File: src/rtl/byte_unstriping_pkg.sv
// byte_unstriping_pkg: shared state encoding and default lane geometry, reused by the striping RX block.
package byte_unstriping_pkg;
  localparam int BU_DATA_W = 8;
  localparam int BU_LANES = 4;
  typedef enum logic {BU_IDLE = 1'b0, BU_STREAM = 1'b1} bu_state_e;
endpackage

File: src/rtl/byte_unstriping_fifo.sv
// lane_fifo: per-lane synchronous FIFO; a push into a full FIFO only lands when a pop frees a slot that cycle.
module lane_fifo #(
  parameter int DATA_W = 8,
  parameter int DEPTH = 4
) (
  input  logic                     clk,
  input  logic                     rst,
  input  logic                     push_i,
  input  logic                     pop_i,
  input  logic [DATA_W-1:0]        din_i,
  output logic [DATA_W-1:0]        head_o,
  output logic [$clog2(DEPTH):0]   count_o,
  output logic                     full_o,
  output logic                     empty_o
);
  localparam int AW = $clog2(DEPTH);
  logic [DATA_W-1:0] mem_q [DEPTH];
  logic [AW-1:0] wr_q, rd_q;
  logic [AW:0] cnt_q, cnt_d;
  logic do_push, do_pop;
  assign full_o = cnt_q == (AW+1)'(DEPTH);
  assign empty_o = cnt_q == '0;
  assign do_pop = pop_i && !empty_o;
  assign do_push = push_i && (!full_o || do_pop);
  assign cnt_d = cnt_q + (AW+1)'(do_push) - (AW+1)'(do_pop);
  assign head_o = mem_q[rd_q];
  assign count_o = cnt_q;
  always_ff @(posedge clk) begin
    if (rst) begin
      wr_q <= '0;
      rd_q <= '0;
      cnt_q <= '0;
    end else begin
      wr_q <= wr_q + AW'(do_push);
      rd_q <= rd_q + AW'(do_pop);
      cnt_q <= cnt_d;
    end
  end
  always_ff @(posedge clk)
    if (do_push) mem_q[wr_q] <= din_i;
endmodule

File: src/rtl/byte_unstriping.sv
// byte_unstriping: merges LANES byte lanes back into one stream, lane0 first, only in complete rounds.
// Define BYTE_UNSTRIPE_ERR_EN to get sticky per-lane overflow flags on OVF_ERR.
module byte_unstriping
  import byte_unstriping_pkg::*;
#(
  parameter int DATA_W = BU_DATA_W,
  parameter int LANES = BU_LANES,
  parameter int DEPTH = 4
) (
  input  logic                    CLK,
  input  logic                    RESET,
  input  logic [LANES*DATA_W-1:0] LANE_DATA,
  input  logic [LANES-1:0]        LANE_VALID,
  output logic [DATA_W-1:0]       DATA,
  output logic                    VALID_OUT,
  output logic [LANES-1:0]        OVF_ERR
);
  localparam int SW = $clog2(LANES);
  localparam int CW = $clog2(DEPTH) + 1;
  bu_state_e state_q, state_d;
  logic [SW-1:0] sel_q, sel_d;
  logic [DATA_W-1:0] data_q, data_d;
  logic valid_q, valid_d;
  logic [LANES-1:0] pop, full, empty;
  logic [DATA_W-1:0] head [LANES];
  logic [CW-1:0] cnt [LANES];
  logic all_rdy, next_rdy, last;
  for (genvar g = 0; g < LANES; g++) begin : g_lane
    lane_fifo #(.DATA_W(DATA_W), .DEPTH(DEPTH)) u_fifo (
      .clk(CLK), .rst(RESET), .push_i(LANE_VALID[g]), .pop_i(pop[g]),
      .din_i(LANE_DATA[g*DATA_W +: DATA_W]), .head_o(head[g]), .count_o(cnt[g]),
      .full_o(full[g]), .empty_o(empty[g])
    );
    assign pop[g] = state_q == BU_STREAM && sel_q == SW'(g);
  end
  assign all_rdy = ~|empty;
  assign last = sel_q == SW'(LANES - 1);
  // The last lane is still being popped when the next round is judged, so it needs a second byte.
  always_comb begin
    next_rdy = 1'b1;
    for (int i = 0; i < LANES; i++)
      next_rdy &= (i == LANES - 1) ? (cnt[i] >= CW'(2)) : (cnt[i] != '0);
  end
  always_comb begin
    state_d = state_q;
    sel_d = sel_q;
    data_d = data_q;
    valid_d = 1'b0;
    if (state_q == BU_IDLE) begin
      state_d = all_rdy ? BU_STREAM : BU_IDLE;
      sel_d = '0;
    end else begin
      data_d = head[sel_q];
      valid_d = 1'b1;
      sel_d = last ? '0 : sel_q + SW'(1);
      state_d = (!last || next_rdy) ? BU_STREAM : BU_IDLE;
    end
  end
  always_ff @(posedge CLK) begin
    if (RESET) begin
      state_q <= BU_IDLE;
      sel_q <= '0;
      data_q <= '0;
      valid_q <= 1'b0;
    end else begin
      state_q <= state_d;
      sel_q <= sel_d;
      data_q <= data_d;
      valid_q <= valid_d;
    end
  end
  assign DATA = data_q;
  assign VALID_OUT = valid_q;
`ifdef BYTE_UNSTRIPE_ERR_EN
  logic [LANES-1:0] ovf_q;
  always_ff @(posedge CLK)
    ovf_q <= RESET ? '0 : ovf_q | (LANE_VALID & full & ~pop);
  assign OVF_ERR = ovf_q;
`else
  logic unused_full;
  assign unused_full = ^full;
  assign OVF_ERR = '0;
`endif
endmodule

File: config.mk
export PLATFORM = sky130hd
export DESIGN_NAME = byte_unstriping
export DESIGN_NICKNAME = d
export VERILOG_FILES = /design/src/rtl/byte_unstriping_pkg.sv /design/src/rtl/byte_unstriping_fifo.sv /design/src/rtl/byte_unstriping.sv
export SDC_FILE = /design/constraint.sdc
export NUM_CORES = 1
export LEC_CHECK = 0
export CAP_MARGIN = 25
export CORE_ASPECT_RATIO = 2
export CORE_UTILIZATION = 60
export CTS_CLUSTER_DIAMETER = 80
export CTS_CLUSTER_SIZE = 8
export DETAILED_ROUTE_END_ITERATION = 10
export DONT_BUFFER_PORTS = 1
export PLACE_DENSITY = 0.76
export SYNTH_ARGS = -nofsm -noshare
export SYNTH_HDL_FRONTEND = slang
export SYNTH_HIERARCHICAL = 1
export SYNTH_SLANG_ARGS = --single-unit
File: constraint.sdc
create_clock -name CLK -period 7.9 [get_ports CLK]
set_clock_uncertainty 0.2 [all_clocks]
set_input_delay 2.37 -clock CLK [delete_from_list [all_inputs] [get_ports CLK]]
set_output_delay 2.37 -clock CLK [all_outputs]
set_load 0.005 [all_outputs]
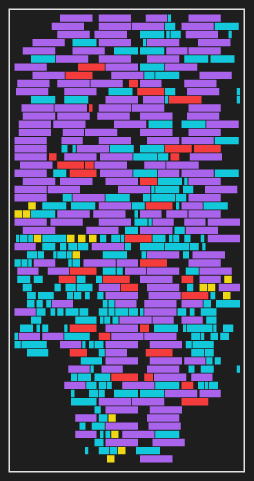
(placed cells, one color a class)
Drawn at 3 px/um.
red -> clock drivers and dummy loads  # cells 32, share of their area 8.1%
purple -> registers  # cells 168, share of their area 62%
yellow -> remaining buffers and delay cells  # cells 16, share of their area 1.6%
cyan -> remaining logic cells  # cells 197, share of their area 29%

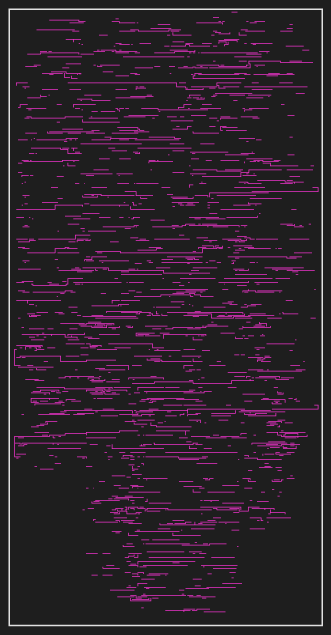
(met1 routing)
Drawn at 4 px/um.
longest straight run = 27.1 um
share of all routed wire = 33%
main direction = horizontal
grt met1 use: 0.235
total number of vias: 3,349
drt total wl: 12,300 um

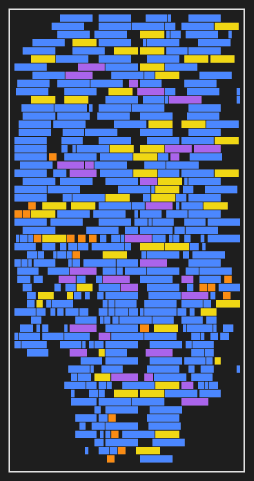
(cells by drive strength)
Drawn at 3 px/um.
purple -> x6 and larger  # cells 29, share 7.0%
orange -> x3 and x4  # cells 18, share 4.4%
yellow -> x2  # cells 48, share 12%
blue -> x1 and smaller  # cells 318, share 77%
Area Overhead vs Synth: 11.8%
Buffers, non-clock: 16
setup slack after layout: 4410 ps
cell area after layout: 0.00772 mm2

==> state kept, by name, indices dropped and copies added (netlist names) <==
name                   count
g_lane.u_fifo/count_o     12
g_lane.u_fifo/wr_q         8
DATA                       8
g_lane.u_fifo/mem_q      128
state_q                    1
VALID_OUT                  1
g_lane.u_fifo/rd_q         8
sel_q                      2
==> power breakdown <==
part	internal [mW]	switching, mW	leakage [nW]
combinational	0.143	0.127	0.775
clock	0.455	0.365	0.293
sequential	1.06	0.0629	1.50
total	1.65	0.555	2.57
==> metal layers <==
metal	track usage	up-vias	wire length (um)
met2	0.418	93	7070
met1	0.235	1713	4030
met3	0.0688	24	721
met5	0	-	0
li1	-	1519	-
met4	0.111	0	462
==> worst paths after layout <==
path                        startpoint                                     end  cells past startpoint
setup / recovery         LANE_VALID[0]  g_lane[0].u_fifo/count_o[2]$_SDFF_PP0_                      6
hold / removal    DATA[6]$_SDFFE_PP0P_                    DATA[6]$_SDFFE_PP0P_                      2
setup reg to reg   sel_q[0]$_SDFF_PP0_  g_lane[0].u_fifo/count_o[2]$_SDFF_PP0_                      9
hold reg to reg   DATA[6]$_SDFFE_PP0P_                    DATA[6]$_SDFFE_PP0P_                      2
==> critical path: cells and delay by family <==
family                   cells  cell delay (ps)
AND/OR/NAND/NOR              1               40
XOR/XNOR                     2              330
adder cells (fa/ha/maj)      2              560
AND-OR/OR-AND                1              300
==> metrics by stage <==
stage	hold WS (ps)	std cells	cell area, um2	setup WS [ps]
finish	327	555	7720	4410
global route	352	555	7720	4350
CTS	333	555	7720	4420
detailed placement	326	523	7110	3980
global placement	311	523	7110	4020
floorplan	285	381	6910	4010
==> ci_impl_report.md <==
## Synthesis and layout report

| Metric | Value |
|---|---|
| Status | `complete, no violations` |
| Final ANT Viol Nets | `0` |
| Die height | `between 150 and 200 um` |
| Dominant logic cell type in the layout | `edfxtp_1` |
| Final-layout clock-cell area share | `0.0790` |
| Slowest CP cell | `fa_1` |
| Cell Area, Synth | `0.00690 mm2` |
| Layout Nets | `~460` |
| Core area | `roughly 0.011 mm2` |
| Crit path launch type | `input port` |
| Count of non-CTS inverters in the layout | `7` |
| GP Congestion | `0.756` |
| Tool warnings | `29` |
| Starting Density | `0.612` |
| First-pass GRT wire length | `roughly 20,000 um` |
| Gate Area | `0.00214 mm2` |
| Pwr Total | `2.21 mW` |
| Fmax | `287 MHz` |
| TAP cells | `142` |
| # resized after CTS | `0` |
| Total Routing Usage GR | `0.230` |
| DRC | `0` |
| Flop count | `168` |
| Fin. max-slew vios | `0` |
| Syn Area/Cell | `18.3 um2` |
| Antenna violations before repair | `0` |
| Final Cycle Share | `0.441` |
| Via-to-Cell Ratio | `6.03` |
| Clk ins delay skew pair | `420 ps` |
| # fillers | `between 700 and 800` |
| Root buffer cell | `clkbuf_16` |
| Number of global-route vias before repair | `approximately 3,600` |
| PortBufs | `0` |
| TNS Setup | `0 ps` |
| CP required | `between 8000 and 9000 ps` |
| Seq area share | `0.602` |
| NonClk Buf Share | `0.0156` |
| Largest net degree at the start of global routing | `39` |
| Diodes inserted | `0` |
| Die Area | `0.0120 mm2` |
| # clk buffers | `18` |
| Unrepaired setup endpoints after global routing | `no` |
| Count of final hold-check violations | `0` |
| Layout cells sized above 1 | `0.230` |
| Max-Cap Viols | `0` |
| Clk buf depth | `2` |
| Worst-margin pin slew | `705 ps` |
| Final min period | `between 3000 and 4000 ps` |
| I/O pins | `51` |
| DP HPWL | `9080 um` |
| # Post-CTS Setup Buffers | `0` |
| Setup crit end kind | `flip-flop` |
| Top cell category | `sequential cells` |
| Lkg Pwr | `roughly 2.6 nW` |
| Clk sinks | `168` |
| Comb area share | `0.277` |
| Reg-to-reg setup timing slack | `~5000 ps` |
| Setup Viol. Count Final | `0` |
| # rows | `55` |
| Clk slew on worst S/H paths | `70 ps` |
| Post-synthesis instance total | `378` |
| Inserted Clock Buffers | `17` |
| Power per cell area | `286 mW/mm2` |
| Initial DRT Pass Iterations | `4` |
| Hold_buf cts | `0` |
| CP Cell Sequence | `xor2_1, o311a_1, ha_1, fa_1, xor3_1, nor2_1` |
| Post-layout util | `0.684` |
| Syn. warnings | `6` |
| Hold crit path type | `flip-flop to flip-flop` |
| DIE WIDTH | `77.8 um` |
| H-tree levels | `4` |
| Max incr delay on CP | `370 ps` |
| DR iter-0 viols | `229` |
| Routed len/inst | `around 22 um` |
| WS Path Type | `input port to flip-flop` |
| Comb gates | `190` |
No activity file was given, so power comes from the tool's default toggle rates.
